File: config.mk
export PLATFORM = sky130hd
export DESIGN_NAME = mem_arbiter
export DESIGN_NICKNAME = d
export VERILOG_FILES = /design/src/rtl/defs_pkg.sv /design/src/rtl/mem_arbiter.sv
export SDC_FILE = /design/constraint.sdc
export NUM_CORES = 1
export LEC_CHECK = 0
export ABC_CLOCK_PERIOD_IN_PS = 2400
export CORE_MARGIN = 2
export CORE_UTILIZATION = 37
export CTS_BUF_LIST = sky130_fd_sc_hd__clkbuf_4
export CTS_CLUSTER_DIAMETER = 60
export DETAILED_ROUTE_END_ITERATION = 8
export PLACE_DENSITY = 0.89
export SETUP_SLACK_MARGIN = 0.1
export SLEW_MARGIN = 0
export SYNTH_ARGS = -nofsm -noshare
export SYNTH_HDL_FRONTEND = slang
export SYNTH_SLANG_ARGS = --single-unit
File: constraint.sdc
create_clock -name clk -period 2.4 [get_ports clk]
set_input_delay 0.48 -clock clk [delete_from_list [all_inputs] [get_ports clk]]
set_output_delay 0.48 -clock clk [all_outputs]
set_load 0.05 [all_outputs]
File: src/rtl/defs_pkg.sv
// Shared types for the unified instruction/data memory arbiter of the 16-bit multicycle CPU.
package defs_pkg;
  localparam int REQ_ADDR_W = 16;
  localparam int REQ_DATA_W = 16;

  typedef enum logic [1:0] {
    ARB_IDLE,
    ARB_ISSUE,
    ARB_WAIT,
    ARB_RESP
  } arb_state_t;

  typedef enum logic {
    OWNER_IF = 1'b0,
    OWNER_D  = 1'b1
  } arb_owner_t;

  // Sized to the CPU's 16-bit memory word and address.
  typedef struct packed {
    logic                  we;
    logic [REQ_ADDR_W-1:0] addr;
    logic [REQ_DATA_W-1:0] wdata;
  } mem_req_t;
endpackage

File: src/rtl/mem_arbiter.sv
// Round-robin arbiter sharing one single-port memory between instruction fetch and data access.
module mem_arbiter
  import defs_pkg::*;
#(
  parameter int ADDR_WIDTH  = 16,
  parameter int DATA_WIDTH  = 16,
  parameter int MEM_LATENCY = 1
) (
  input  logic                  clk,
  input  logic                  resetn,
  input  logic                  if_req,
  input  logic [ADDR_WIDTH-1:0] if_addr,
  output logic                  if_gnt,
  output logic                  if_rvalid,
  output logic [DATA_WIDTH-1:0] if_rdata,
  input  logic                  d_req,
  input  logic                  d_we,
  input  logic [ADDR_WIDTH-1:0] d_addr,
  input  logic [DATA_WIDTH-1:0] d_wdata,
  output logic                  d_gnt,
  output logic                  d_rvalid,
  output logic [DATA_WIDTH-1:0] d_rdata,
  output logic                  mem_en,
  output logic                  mem_we,
  output logic [ADDR_WIDTH-1:0] mem_addr,
  output logic [DATA_WIDTH-1:0] mem_wdata,
  input  logic [DATA_WIDTH-1:0] mem_rdata
);

  localparam int CNT_W = (MEM_LATENCY > 1) ? $clog2(MEM_LATENCY) : 1;
  localparam logic [CNT_W-1:0] CNT_LOAD = CNT_W'((MEM_LATENCY > 1) ? MEM_LATENCY - 2 : 0);

  arb_state_t       r_state;
  arb_state_t       w_next_state;
  arb_owner_t       r_owner;
  arb_owner_t       r_last_owner;
  arb_owner_t       w_winner;
  mem_req_t         r_req;
  mem_req_t         w_pick;
  logic [CNT_W-1:0] r_cnt;
  logic             w_any_req;

  assign w_any_req = if_req | d_req;

  // On a tie the requester not served last wins; a lone request always wins.
  assign w_winner = (if_req && d_req) ?
                    ((r_last_owner == OWNER_IF) ? OWNER_D : OWNER_IF) :
                    (d_req ? OWNER_D : OWNER_IF);

  always_comb begin
    w_pick = '0;
    if (w_winner == OWNER_D) begin
      w_pick.we    = d_we;
      w_pick.addr  = REQ_ADDR_W'(d_addr);
      w_pick.wdata = REQ_DATA_W'(d_wdata);
    end else begin
      w_pick.addr  = REQ_ADDR_W'(if_addr);
    end
  end

  always_ff @(posedge clk) begin
    if (!resetn) begin
      r_state      <= ARB_IDLE;
      r_owner      <= OWNER_IF;
      r_last_owner <= OWNER_IF;
      r_cnt        <= '0;
    end else begin
      r_state <= w_next_state;
      if (r_state == ARB_IDLE && w_any_req) begin
        r_owner <= w_winner;
        r_req   <= w_pick;
      end
      if (r_state == ARB_ISSUE) begin
        r_last_owner <= r_owner;
        r_cnt        <= CNT_LOAD;
      end else if (r_state == ARB_WAIT) begin
        r_cnt <= r_cnt - 1'b1;
      end
    end
  end

  always_comb begin
    w_next_state = r_state;
    if_gnt       = 1'b0;
    d_gnt        = 1'b0;
    if_rvalid    = 1'b0;
    d_rvalid     = 1'b0;
    mem_en       = 1'b0;
    mem_we       = 1'b0;
    mem_addr     = '0;
    mem_wdata    = '0;
    case (r_state)
      ARB_IDLE: begin
        if (w_any_req) w_next_state = ARB_ISSUE;
      end
      ARB_ISSUE: begin
        mem_en    = 1'b1;
        mem_we    = r_req.we;
        mem_addr  = ADDR_WIDTH'(r_req.addr);
        mem_wdata = DATA_WIDTH'(r_req.wdata);
        if_gnt    = (r_owner == OWNER_IF);
        d_gnt     = (r_owner == OWNER_D);
        // Stores complete at issue; reads wait out the memory latency.
        if (r_req.we)              w_next_state = ARB_IDLE;
        else if (MEM_LATENCY == 1) w_next_state = ARB_RESP;
        else                       w_next_state = ARB_WAIT;
      end
      ARB_WAIT: begin
        if (r_cnt == '0) w_next_state = ARB_RESP;
      end
      ARB_RESP: begin
        if_rvalid    = (r_owner == OWNER_IF);
        d_rvalid     = (r_owner == OWNER_D);
        w_next_state = ARB_IDLE;
      end
      default: w_next_state = ARB_IDLE;
    endcase
  end

  assign if_rdata = mem_rdata;
  assign d_rdata  = mem_rdata;

endmodule

run_1/port_trees.png
(6 px per um)
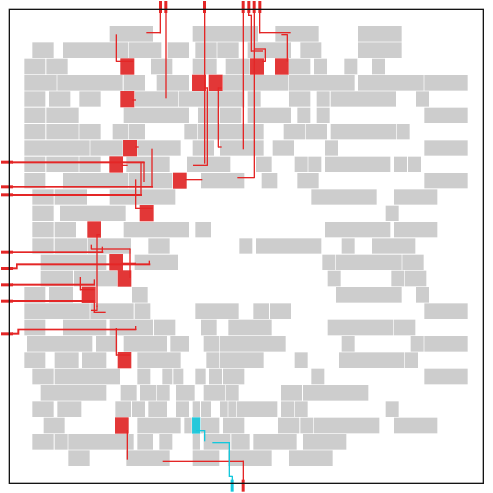
`if_rvalid` -> cyan  # direction output, edge bottom, end cells 1, wire 12.6 um
`mem_addr` -> red  # direction output, edge 8 left, 7 top, 1 bottom, end cells 16, wire 407 um

run_1/route_heat.png
(4 px per um) 16 x 16 tiles, from white (low) to dark blue (high), scaled to the fullest tile. Values are wire area over tile area, all layers added.
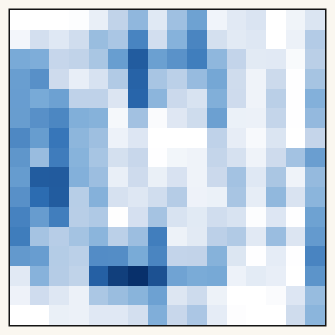
mean over tiles = 0.12
nearly empty tiles = 11%
emptiest ninth of the die = centre
fullest tile = 0.39
densest ninth of the die = middle left
tiles over half the peak = 21%
DR WL/cell: 14.2 um
Vias: 1370
GRT Overall Usage: 14.3%
final WL: 4.29 mm

==> Changelog: implementation, run 1 <==
### Implementation results

* Crit path kind: reg2out
* Post-synth EDFFs at 33
* Comb power at 0.756 mW
* Clock Sinks at 38
* Int Pwr at 1.31 mW
* Top class by area: non-clock buffers
* Placed insts at 294
* Gp weighted congestion at 0.816
* Startpoint types: register
* Core Footprint at 5440 um2
* Final non-filler cell total at 302
* Crit share post-route at 86.4%
* Crit-path max cell delay at 0.38 ns
* Tap cells at 72
* Global-route wire length before repair at 6.69 mm
* Final Skew at 0.0135 ns
* Leak Pwr at 1.27 nW
* GRT met2 Usage at 25.0%
* Post-CTS Setup Bufs at 0
* Die width at 78.8 um
* Gate Area at 688 um2
* Ys async rst share at 0%
* Antenna-violating nets left at 0
* Syn avg cell area at 12.4 um2
* Total gr overflow at 0
* YS chip area at 2070 um2
* HPWL Detailed at 3.37 mm
* Final Max Slew Viols at 0
* Flop pwr share at 42.2%
* TritonCTS buffer count at 5
* Die Ht at 78.8 um
* Clock root cell: clkbuf_4
* Syn_nets at 236
* Clock buffer cells at 8
* Net Sw Frac at 31.2%
* Worst hold path class: reg2reg
* # IOs at 139
* Final Hold Fails at 0
* FF-to-FF Start: r_state[0]
* Hold endpoint: r_owner
* Max_slew headroom at 66.4%
* Vias in the first global route at 1498
* Worst-skew pair later-pin latency at 0.34 ns
* Required @ worst endpoint at 1.92 ns
* Inverter count at 1
* Area leader share at 47.9%
* Critical path endpoint category: primary output
* Initial DRC count at 46
* Wire length on met3 at 532 um
* #MultiIn Comb at 90
* Core Util at FP at 38.0%
* Fill count at 449
* CP bufs+invs at 2
* Seq area share at 33.8%
* Sequential group power at 0.806 mW
* Reg2Reg Setup Slack at 0.92 ns
* Status: finished clean
* Die area at 6200 um2
* Post-synth regs at 38
* Worst path depth at 4
* Combinational Power Share at 39.6%
* Met2 WL at 2.29 mm
* PD cells at 592 nW/um2
* Area grow syn2layout at 56.0%
* FP Rows at 27
run_1/gates.png
(4 px per um)
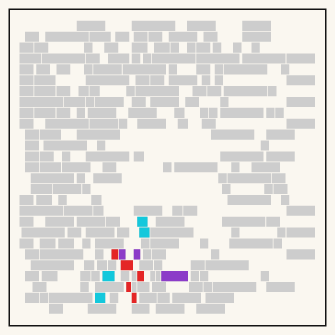
non-inverting ao/oa cells -> cyan  # cells 4, most used o21a_1
aoi and oai cells -> purple  # cells 3, most used o21ai_0
nand cells -> red  # cells 5

run_1/congestion_map.png
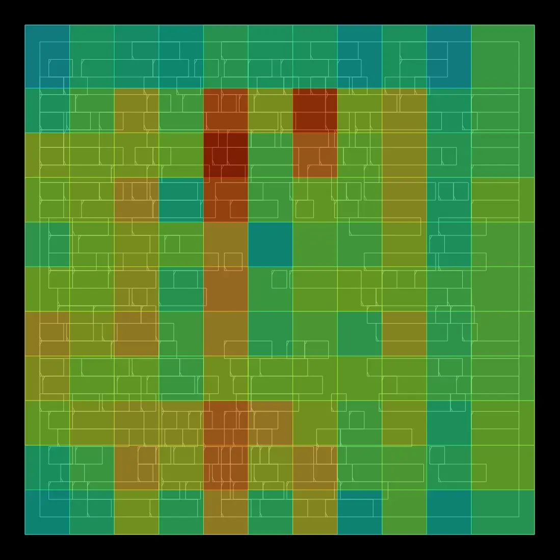
GR peak layer: met2
final core utilization: 59.3%
met1 usage: 13.7%
M3 GR Usage: 7.73%

==> run 1: logic make-up after synthesis <==
family	synth area share [%]
DFF	52.8
buffers and inverters	14.0
AOI/OAI and AO/OA	2.90
xor gates and xnor gates	0.424
muxes	10.5
and+or+nand+nor	19.4
==> run 1: state kept, by name (all words and copies together), names as in the netlist <==
signal	count
r_owner	1
r_last_owner	1
r_cnt	1
r_state	2
r_req	33
==> run 1: per-stage QoR <==
stage          hold slack (ns)  area [um2]  setup WS (ns)
2_1_floorplan            0.471        2070          0.506
3_3_place_gp             0.490        3160          0.428
3_5_place_dp             0.545        3160          0.362
4_1_cts                  0.559        3220          0.138
5_1_grt                  0.586        3230          0.181
6_report                 0.558        3230          0.327
run_1/clock_wires.png
(6 px per um)
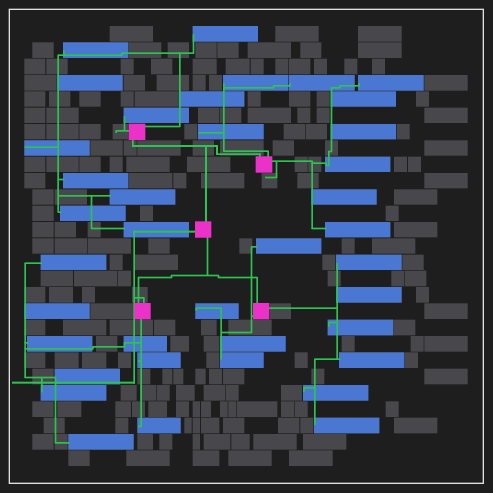

==> run 2: changes to the inputs <==
Settings changed: CELL_PAD_IN_SITES_DETAIL_PLACEMENT from default to 1, CELL_PAD_IN_SITES_GLOBAL_PLACEMENT from default to 1, CORE_UTILIZATION 37 to 27.
run_2/clock_wires.png
(4 px per um)
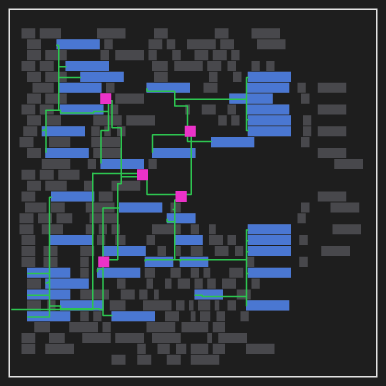
clock-net drivers -> magenta  # count 5
flip-flops -> blue  # count 38
clock wires -> green  # length 478 um
routed clock nets = 6

run_2/gates.png
(4 px per um)
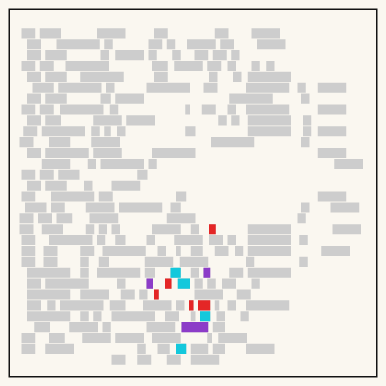
aoi and oai cells -> purple  # cells 3, most used o21ai_0
non-inverting ao/oa cells -> cyan  # cells 4, most used o21a_1, where bottom centre
nand cells -> red  # cells 5, where bottom centre
most common cell after layout, fill and taps aside: and2_1
Comb/total area: 21.1%

run_2/route_heat.png
(4 px per um) 18 x 18 tiles, from white (low) to dark blue (high), scaled to the fullest tile. Values are wire area over tile area, all layers added.
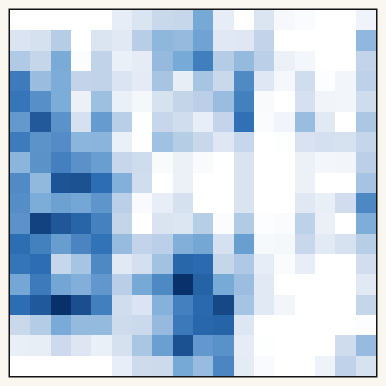
tiles over half the peak = 22%
mean over tiles = 0.091
emptiest ninth of the die = lower right
fullest tile = 0.33
nearly empty tiles = 20%
final WL: 4.66 mm
GRT Overall Usage: 11.7%
DR WL/cell: 14.2 um
Vias: 1348

==> run 2 against run 1 <==
Sequential power barely moved; clock skew fell by 0.0070 ns; die area rose by 35%; largest cell class unchanged.
==> Changelog: implementation, run 2 <==
### Implementation results

* Post-route DRC at 0
* Netlist Area Pre-Place at 2070 um2
* Die area at 8380 um2 (+35%)
* Largest net degree at the start of global routing at 36
* Top delay family on crit path: simple AND/OR/NAND/NOR gates
* TritonCTS buffer count at 5 (unchanged)
* Worst R2R Path Depth at 4
* Reg2Reg Setup Slack at 0.84 ns (-0.08 ns)
* Flop pwr share at 42.7% (+0.5 points)
* Crit Path Max Fanout at 35
* Clk pwr share at 17.0%
* RSZ-0062 raised after global routing: no
* Crit share post-route at 87.6% (+1.2 points)
* Net Sw Frac at 32.1% (+0.88 points)
* Most flop-heavy register: r_req
* Final core utilization at 44.3% (-15 points)
* Largest regs: r_req (33), r_state (2)
* FF-to-FF Start: r_state[0]
* Hold Crit Start: r_owner
* Hold WS at 0.540 ns (-0.0177 ns)
* Yosys top cell by area: edfxtp_1
* Final Max Slew Viols at 0 (unchanged)
* Post-synth seq share at 52.8%
* Critical path endpoint category: primary output
* Worst IR Drop VDD at 268 uV
* Via-to-Cell Ratio at 4.10
* Ys async rst share at 0% (unchanged)
* Crit-path max cell delay at 0.38 ns (about the same)
* Final Skew at 0.00658 ns (-0.00696 ns)
* Nets at 298
* Worst-skew pair later-pin latency at 0.33 ns (about the same)
* Clock Sinks at 38 (unchanged)
* Core Util at FP at 28.2% (-9.8 points)
* Slew @ Worst Pin at 0.500 ns
* Post-synth EDFFs at 33 (unchanged)
* Buffers on Ports at 90
* Gp weighted congestion at 0.790 (-3.2%)
* Max_slew headroom at 66.6% (+0.20 points)
* Worst path depth at 4 (unchanged)
* Status: finished clean
* Placed cell areas at 3190 um2 (+1.0%)
* Critical Path AT at 1.62 ns
* Die Ht at 91.5 um (+16%)
* Clock Pin Slew Worst Setup and Hold Paths at 0.11 ns
* Combinational Power Share at 40.3% (+0.7 points)
* Worst r2r dst: r_req[22]
* Synth cell count leaders: 53 x and2_1, 33 x edfxtp_1, 32 x buf_4, 10 x mux2_4, 6 x mux2_2
* Vias in the first global route at 1504 (+0.40%)
* Setup TNS at 0 ns
* Tool warnings at 26
* Pre-antenna DRT Iters at 4
* Top-count cell post-synth: and2_1
* Int Pwr at 1.28 mW (-2.3%)
* Clock root cell: clkbuf_4
* Core Footprint at 7330 um2 (+35%)
* Post-CTS Setup Bufs at 0 (unchanged)
* Leak Pwr at 1.26 nW (-1.4%)
* Switching power at 0.606 mW
* Critical Path Slowest Stage Cell: dfxtp_1
* Required @ worst endpoint at 1.92 ns (about the same)
* Area grow syn2layout at 57.0%
* Post-synth regs at 38 (unchanged)
* Pwr top: registers
* Crit path capture: mem_addr[8]
* Antenna Cells at 0
* Crit-path cells: nand2b_2 > inv_4 > and2_1 > buf_12
* Syn avg cell area at 12.4 um2 (unchanged)
* Met2 WL at 2.67 mm (+16%)
* Crit path kind: reg2out
* Initial DRC count at 42 (-8.7%)
* # IOs at 139 (unchanged)
* H-tree Lvls at 2
* Startpoint types: register
* Antenna-violating nets left at 0 (unchanged)
* FP Rows at 31 (+15%)
* Wl on met1 at 1.51 mm
* Sequential group power at 0.808 mW (about the same)
* Syn_nets at 236 (unchanged)
* Post-CTS Resized at 3
* Cell variety after synth at 23
* Fmax at 476 MHz
* Final non-filler cell total at 329 (+8.9%)
* YS chip area at 2070 um2 (unchanged)
* Global-route wire length before repair at 7.51 mm (+12%)
* Gate Count Post-Synth at 167
* Cell area leaders: edfxtp_1 48%, and2_1 16%, buf_4 12%
* Clock-net power at 0.321 mW
* CTS max path bufs at 2
* Endpoints failing setup at 0
* Most instantiated logic cells after routing: 53 x and2_1, 52 x clkdlybuf4s50_1, 36 x buf_12
* CTS Hold Bufs at 0
* Pre-CTS setup slack at 0.375 ns (+0.0125 ns)
* Most used flip-flop cell: edfxtp_1
* Comb power at 0.762 mW (+0.8%)
* Worst hold path class: reg2reg
* Placed insts at 321 (+9.2%)
* Max Cap Viol at 0
* Die width at 91.5 um (+16%)
* Crit path time final at 2.10 ns
* Largest register FFs at 33 (unchanged)
* Initial antenna violation count at 0
* Total gr overflow at 0 (unchanged)
* Area leader share at 47.9% (unchanged)
* PD cells at 582 nW/um2 (-1.7%)
* Final Instance Area at 3250 um2 (+0.70%)
* Final Hold Fails at 0 (unchanged)
* Share of cells above drive strength 1 at 28.3%
* Hold endpoint: r_owner
* Yosys cell count at 167
* CP Launch Point: r_state[1]
* Wire length on met3 at 435 um (-18%)
* Total power at 1.89 mW
* Hold Path Depth at 2
* CP bufs+invs at 2 (unchanged)
* CTS tree: yes
* Yosys warning tally at 0
* Top layer in use: met4
* Final worst slack at 0.298 ns (-0.0284 ns)
-- run 2: cell counts after synthesis --
No cell type changed its count.
-- run 2: area by class of cell --
| type | count | area, um2 |
|---|---|---|
| clock buffer | 6 | 45.0 |
| clock inverter | 2 | 8.76 |
| fill | 735 | 4080 |
| inverter | 1 | 6.26 |
| multi-input combinational | 90 | 687 |
| sequential | 38 | 1090 |
| tap | 99 | 124 |
| timing repair buffer | 93 | 1290 |
-- run 2: metal layers --
metal	global-route usage (%)	up-vias
li1	-	647
met5	0	-
met3	4.56	6
met4	5.30	0
met1	10.7	640
met2	22.4	55
-- run 2: cell families (layout without fill, tap and decap cells) --
group,count (synthesis),after routing,synth area share (%)
flops,38,38,52.8
simple gates,66,66,19.4
buf+inv,39,102,14.0
mux,16,16,10.5
xor+xnor,1,1,0.424
compound gates,7,7,2.90
Power figures rest on the tool's default switching activity, not on a simulated workload.
